**Logic cells by family**

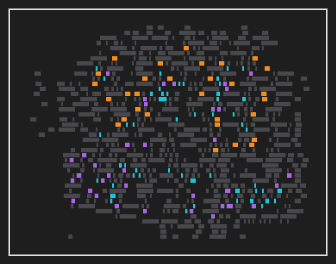
**A small window of the routed layout**

Scale bar: 10 um. Region (30, 20) to (55, 45) um. Cells in gray, sequential cells in the stronger gray; small squares are vias.
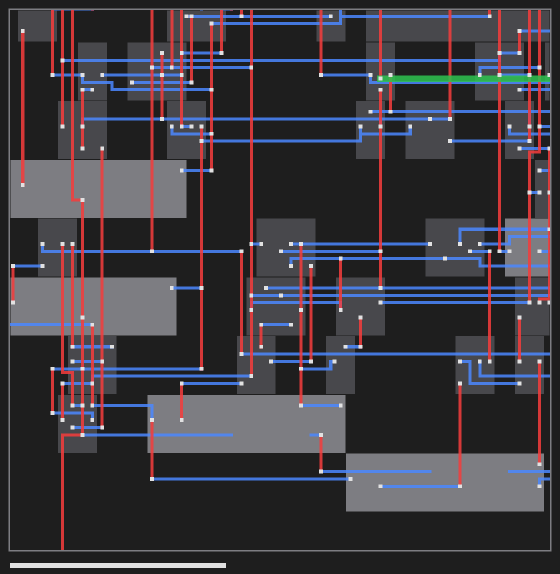
[src/rtl/cnn_layer_sequencer.sv]
`default_nettype none
// ============================================================================
// Module   : cnn_layer_sequencer
// Purpose  : Frame-level controller that runs the CNN layer blocks (conv,
//            relu, maxpool, dense, argmax) one after another via start/done
//            pulse handshakes. Supports a per-frame bypass mask, a per-stage
//            watchdog, abort, a sticky timeout error and a frame cycle count.
// Ports    : clk          - clock, all state changes on rising edge
//            reset        - asynchronous active-low reset
//            frame_start  - one-cycle request to run a frame
//            stage_enable - bypass mask (bit i = 0 skips stage i)
//            abort        - cancel the frame in progress
//            clear_error  - leave the ERROR state
//            stage_done   - one-cycle done pulses from the layer blocks
//            stage_start  - one-hot one-cycle start pulses to the layer blocks
//            frame_busy   - frame in progress
//            frame_done   - one-cycle pulse when all enabled stages finished
//            cur_stage    - index of the active stage (holds when idle)
//            error        - sticky watchdog timeout flag
//            error_stage  - stage that timed out
//            frame_cycles - cycle count of the last completed frame
// Revision : 1.0 - initial release
// ============================================================================
module cnn_layer_sequencer #(
  parameter int NUM_STAGES     = 5,
  parameter int TIMEOUT_CYCLES = 1048576,
  parameter int CNT_W          = 32,
  localparam int SW            = (NUM_STAGES > 1) ? $clog2(NUM_STAGES) : 1
) (
  input  logic                  clk,
  input  logic                  reset,
  input  logic                  frame_start,
  input  logic [NUM_STAGES-1:0] stage_enable,
  input  logic                  abort,
  input  logic                  clear_error,
  input  logic [NUM_STAGES-1:0] stage_done,
  output logic [NUM_STAGES-1:0] stage_start,
  output logic                  frame_busy,
  output logic                  frame_done,
  output logic [SW-1:0]         cur_stage,
  output logic                  error,
  output logic [SW-1:0]         error_stage,
  output logic [CNT_W-1:0]      frame_cycles
);

  // Watchdog only needs to reach TIMEOUT_CYCLES-1.
  localparam int             WW         = $clog2(TIMEOUT_CYCLES);
  localparam logic [WW-1:0]  c_WDOG_MAX = WW'(TIMEOUT_CYCLES - 1);

  typedef enum logic [1:0] {
    S_IDLE  = 2'd0,
    S_RUN   = 2'd1,
    S_ERROR = 2'd2
  } state_t;

  state_t                r_state,  w_state_nxt;
  logic [NUM_STAGES-1:0] r_mask,   w_mask_nxt;
  logic [WW-1:0]         r_wdog,   w_wdog_nxt;
  logic [CNT_W-1:0]      r_cnt,    w_cnt_nxt;

  logic [NUM_STAGES-1:0] w_start_nxt;
  logic                  w_busy_nxt;
  logic                  w_done_nxt;
  logic [SW-1:0]         w_cur_nxt;
  logic                  w_err_nxt;
  logic [SW-1:0]         w_err_stage_nxt;
  logic [CNT_W-1:0]      w_cycles_nxt;

  logic                  w_first_vld;
  logic [SW-1:0]         w_first_idx;
  logic                  w_next_vld;
  logic [SW-1:0]         w_next_idx;
  logic                  w_honoured;
  logic                  w_timeout;

  // Lowest enabled stage of the incoming mask, and lowest enabled stage of
  // the latched mask above the current one. Scanning downwards leaves the
  // lowest match in the result.
  always_comb begin
    w_first_vld = 1'b0;
    w_first_idx = '0;
    for (int i = NUM_STAGES - 1; i >= 0; i--) begin
      if (stage_enable[i]) begin
        w_first_vld = 1'b1;
        w_first_idx = SW'(i);
      end
    end
    w_next_vld = 1'b0;
    w_next_idx = '0;
    for (int i = NUM_STAGES - 1; i >= 0; i--) begin
      if (r_mask[i] && (i > int'(cur_stage))) begin
        w_next_vld = 1'b1;
        w_next_idx = SW'(i);
      end
    end
  end

  // A done pulse counts only for the active stage and never in its own start
  // cycle, so a block echoing done back during the start pulse is ignored.
  assign w_honoured = (r_state == S_RUN) && (stage_start == '0) &&
                      stage_done[cur_stage];
  assign w_timeout  = (r_wdog == c_WDOG_MAX);

  always_comb begin
    w_state_nxt     = r_state;
    w_mask_nxt      = r_mask;
    w_wdog_nxt      = r_wdog;
    w_cnt_nxt       = r_cnt;
    w_start_nxt     = '0;
    w_busy_nxt      = frame_busy;
    w_done_nxt      = 1'b0;
    w_cur_nxt       = cur_stage;
    w_err_nxt       = error;
    w_err_stage_nxt = error_stage;
    w_cycles_nxt    = frame_cycles;

    case (r_state)
      S_IDLE: begin
        if (frame_start) begin
          w_mask_nxt = stage_enable;
          if (w_first_vld) begin
            w_cur_nxt   = w_first_idx;
            w_start_nxt = NUM_STAGES'(1) << w_first_idx;
            w_busy_nxt  = 1'b1;
            w_wdog_nxt  = '0;
            w_cnt_nxt   = '0;
            w_state_nxt = S_RUN;
          end else begin
            // Empty frame completes immediately with zero cycles.
            w_done_nxt   = 1'b1;
            w_cycles_nxt = '0;
          end
        end
      end

      S_RUN: begin
        w_cnt_nxt = r_cnt + 1'b1;
        // Priority: abort, then done, then timeout.
        if (abort) begin
          w_busy_nxt  = 1'b0;
          w_state_nxt = S_IDLE;
        end else if (w_honoured) begin
          w_wdog_nxt = '0;
          if (w_next_vld) begin
            w_cur_nxt   = w_next_idx;
            w_start_nxt = NUM_STAGES'(1) << w_next_idx;
          end else begin
            // r_cnt is 0 in the first start cycle, so +1 makes the count
            // inclusive of the final done cycle.
            w_done_nxt   = 1'b1;
            w_busy_nxt   = 1'b0;
            w_cycles_nxt = r_cnt + 1'b1;
            w_state_nxt  = S_IDLE;
          end
        end else if (w_timeout) begin
          w_err_nxt       = 1'b1;
          w_err_stage_nxt = cur_stage;
          w_busy_nxt      = 1'b0;
          w_state_nxt     = S_ERROR;
        end else begin
          w_wdog_nxt = r_wdog + 1'b1;
        end
      end

      S_ERROR: begin
        if (clear_error) begin
          w_err_nxt   = 1'b0;
          w_state_nxt = S_IDLE;
        end
      end

      default: begin
        w_state_nxt = S_IDLE;
      end
    endcase
  end

  always_ff @(posedge clk or negedge reset) begin
    if (!reset) begin
      r_state      <= S_IDLE;
      r_mask       <= '0;
      r_wdog       <= '0;
      r_cnt        <= '0;
      stage_start  <= '0;
      frame_busy   <= 1'b0;
      frame_done   <= 1'b0;
      cur_stage    <= '0;
      error        <= 1'b0;
      error_stage  <= '0;
      frame_cycles <= '0;
    end else begin
      r_state      <= w_state_nxt;
      r_mask       <= w_mask_nxt;
      r_wdog       <= w_wdog_nxt;
      r_cnt        <= w_cnt_nxt;
      stage_start  <= w_start_nxt;
      frame_busy   <= w_busy_nxt;
      frame_done   <= w_done_nxt;
      cur_stage    <= w_cur_nxt;
      error        <= w_err_nxt;
      error_stage  <= w_err_stage_nxt;
      frame_cycles <= w_cycles_nxt;
    end
  end

endmodule
`default_nettype wire

[config.mk]
export PLATFORM = sky130hd
export DESIGN_NAME = cnn_layer_sequencer
export DESIGN_NICKNAME = d
export VERILOG_FILES = /design/src/rtl/cnn_layer_sequencer.sv
export SDC_FILE = /design/constraint.sdc
export NUM_CORES = 1
export LEC_CHECK = 0
export CELL_PAD_IN_SITES_DETAIL_PLACEMENT = 1
export CELL_PAD_IN_SITES_GLOBAL_PLACEMENT = 1
export CORE_ASPECT_RATIO = 0.75
export CORE_MARGIN = 8
export CORE_UTILIZATION = 31
export DETAILED_ROUTE_END_ITERATION = 16
export PLACE_DENSITY_LB_ADDON = 0.3
export SLEW_MARGIN = 20
export SYNTH_ARGS = -nofsm -noshare
export SYNTH_HDL_FRONTEND = slang
export SYNTH_SLANG_ARGS = --single-unit
export TNS_END_PERCENT = 30
[constraint.sdc]
create_clock -name clk -period 3.2 [get_ports clk]
set_input_delay 0.32 -clock clk [delete_from_list [all_inputs] [get_ports clk]]
set_output_delay 0.32 -clock clk [all_outputs]
set_load 0.02 [all_outputs]
==> flow_metrics.env <==
# implementation run metrics
export IMPL_final_nets=666
export IMPL_path_class="reg -> reg"
export IMPL_die_y_um=131
export IMPL_ctsHoldBuffers=0
export IMPL_grt_pass1_wl_um=26800
export IMPL_tightest_slew_ns=1.08
export IMPL_pwr_share_seq_pct=37.3
export IMPL_grt_ovfl_total=0
export IMPL_syn_to_final_growth_pct=22.9
export IMPL_yosys_warnings=0
export IMPL_synth_seq_share_pct=48.0
export IMPL_status="finished, final reports clean"
export IMPL_finalWorstSetupSlack_ns=0.340
export IMPL_vias_per_cell=5.17
export IMPL_async_reset_ff_share_pct=100
export IMPL_critPathRequiredTime_ns=3.46
export IMPL_slew_violations=0
export IMPL_antenna_found_initial=0
export IMPL_fp_util_pct=31.2
export IMPL_regToRegSetupSlack_ns=0.34
export IMPL_drive_gt1_share_pct=9.79
export IMPL_ff_type="dfrtp_1"
export IMPL_dr_pass1_iters=4
export IMPL_syn_area_mm2=0.00542
export IMPL_top_area_cell="dfrtp_1"
export IMPL_grt_util_all_layers_pct=15.0
export IMPL_drt_wl_total_um=15800
export IMPL_reg2reg_to="frame_cycles[5]"
export IMPL_swShare_pct=38.3
export IMPL_pre_cts_slack_ns=0.322
export IMPL_maxCapViolCount=0
export IMPL_edf_count=0
export IMPL_rsz0062_at_grt="no"
export IMPL_cp_startpoint="cur_stage[2]"
export IMPL_clock_sinks=104
export IMPL_core_area_mm2=0.0174
export IMPL_cts_tree="built"
export IMPL_drc=0
export IMPL_tns_ns=0
export IMPL_fp_nets=610
export IMPL_relSlewSlack_pct=27.9
export IMPL_grt_max_degree=56
export IMPL_clock_skew_ns=0.00653
export IMPL_top_cell_area_share_pct=48.0
export IMPL_p_per_area_mw_per_mm2=666
export IMPL_post_cts_buffers=0
export IMPL_fin_crit_sh_pct=89.4
export IMPL_port_buffers=60
export IMPL_die_area_mm2=0.0220
export IMPL_yosysChipArea_mm2=0.00542
export IMPL_area_leaders="dfrtp_1 48%, nand2_1 6.7%, o21ai_0 5.5%"
export IMPL_path_clk_slew_ns=0.07
export IMPL_grt_pass1_vias=5037
export IMPL_tool_warnings=26
export IMPL_crit_fanout=37
export IMPL_clock_path_buffers=2
export IMPL_diodes=0
export IMPL_cts_root_buf="clkbuf_16"
export IMPL_power_uw=4430
export IMPL_ys_cells=593
export IMPL_hold_class="in -> async"
export IMPL_syn_avg_cell_area_um2=9.14
export IMPL_io_pins=61
export IMPL_place_hpwl_um=11100
export IMPL_numCtsBuffers=9
export IMPL_startpoint_type="flop"
export IMPL_top_cell="dfrtp_1"
export IMPL_syn_inst=593
export IMPL_cp_arrival_ns=3.12
export IMPL_hold_viol_final=0
export IMPL_numSynthFlops=104
export IMPL_htreeDepth=3
export IMPL_switchingPower_uw=1700
export IMPL_crit_reg2reg_launch="cur_stage[2]"
export IMPL_ir_worst_vdd_mv=0.271
export IMPL_vias=4632
export IMPL_fmax_ghz=0.350
export IMPL_synth_cell_types=56
export IMPL_wl_per_cell_um=17.6
Back to the opening pictures, 'logic cells by family':
family	color	cells
and/or cells	purple	36
xor and xnor cells	orange	30
nor cells	cyan	51
Comb/total area: 39.7%
dominant logic cell type in the layout: dfrtp_1
final cell count without fillers: 896

Back to the opening pictures, 'a small window of the routed layout':
layer	color
M2	red
M3	green
M1	blue
sequential cells in the window	4
netlist names of flops here include	`r_wdog` (4)
most frequent	a21oi_1 (4), nand2_1 (4), dfrtp_1 (4)
cells with their middle in the window	30

==> registers in the layout, summed over array words and instances, names as in the netlist <==
signal and count:
stage_start 5, cur_stage 3, frame_cycles 32, r_cnt 32, error 1, frame_done 1
r_mask 4, error_stage 3, r_wdog 20, frame_busy 1, r_state 2
==> metal layers <==
| layer | track usage [%] | vias to the layer above | share of wire [%] |
|---|---|---|---|
| met3 | 3.42 | 12 | 4.7 |
| li1 | - | 2241 | - |
| met1 | 20.1 | 2304 | 49 |
| met2 | 23.8 | 75 | 45 |
| met5 | 0 | - | 0 |
| met4 | 4.92 | 0 | 1.1 |
==> final cells by class <==
class | instances | area [um2]
well taps | 242 | 303
clock buffers | 14 | 284
multi-input cells | 442 | 2650
repair buffers | 75 | 723
flip-flops and latches | 104 | 2600
fillers | 2014 | 10700
inverters | 17 | 63.8
clock inverters | 2 | 35.0
==> logic make-up (layout without fill, tap and decap cells) <==
| logic type | Yosys count | in the layout | synth area share (%) |
|---|---|---|---|
| mux | 6 | 6 | 1.18 |
| compound gates | 177 | 177 | 22.1 |
| xor+xnor | 30 | 30 | 4.85 |
| fa+ha+maj | 2 | 2 | 0.462 |
| buf+inv | 47 | 108 | 3.44 |
| flops | 104 | 104 | 48.0 |
| simple gates | 227 | 227 | 19.9 |
==> worst max-delay path by stage <==
| stage | endpoint | slack, ns | depth (start not counted) |
|---|---|---|---|
| final | frame_cycles[5] | 0.34 | 7 |
| after global routing | frame_cycles[5] | 0.14 | 8 |
| after floorplan | frame_cycles[3] | 0.83 | 6 |
| after global placement | cur_stage[0] | 0.38 | 7 |
| after CTS | frame_cycles[5] | 0.32 | 7 |
| after detailed placement | frame_cycles[3] | 0.32 | 7 |
==> placed cells by master, fill, tap and decap left out, types with 6 or more instances in the layout <==
cell,synthesis,final
dfrtp_1,104,104
nand2_1,97,97
o21ai_0,60,60
clkdlybuf4s50_1,0,59
nor2_1,37,37
a21oi_1,29,29
nand3_1,22,22
o31ai_1,21,21
inv_1,17,17
xor2_1,16,16
o31ai_2,16,16
buf_4,1,15
xnor2_1,14,14
nand4_1,13,13
a31oi_1,10,10
and3_1,9,9
clkbuf_16,0,9
o22ai_1,8,8
or4_1,7,7
or2_2,7,7
o21ai_1,7,7
or3_1,6,6
==> per-stage QoR <==
stage,cells,util [%],cell area [um2]
final,896,38.3,6660
after global routing,896,38.3,6660
after CTS,896,38.3,6660
after detailed placement,880,36.4,6340
after global placement,880,36.4,6340
after floorplan,593,-,5420
==> worst max-delay path, stage by stage, from the launching register on <==
cell and delay [ns]:
dfrtp_1 0.45, or4b_1 0.62, o2111ai_1 0.11, a2111o_1 0.16
a21boi_4 0.84, buf_4 0.39, nand2_1 0.10, o31ai_2 0.06
==> power by group through the flow <==
stage / combinational (uW) / clock [uW] / sequential, uW
after floorplan: 952 / 0 / 1710
after global placement: 1550 / 0 / 1660
after detailed placement: 1610 / 0 / 1670
after CTS: 1610 / 1230 / 1650
after global routing: 1760 / 1270 / 1680
final: 1600 / 1180 / 1650
Power and IR drop assume default switching activity.
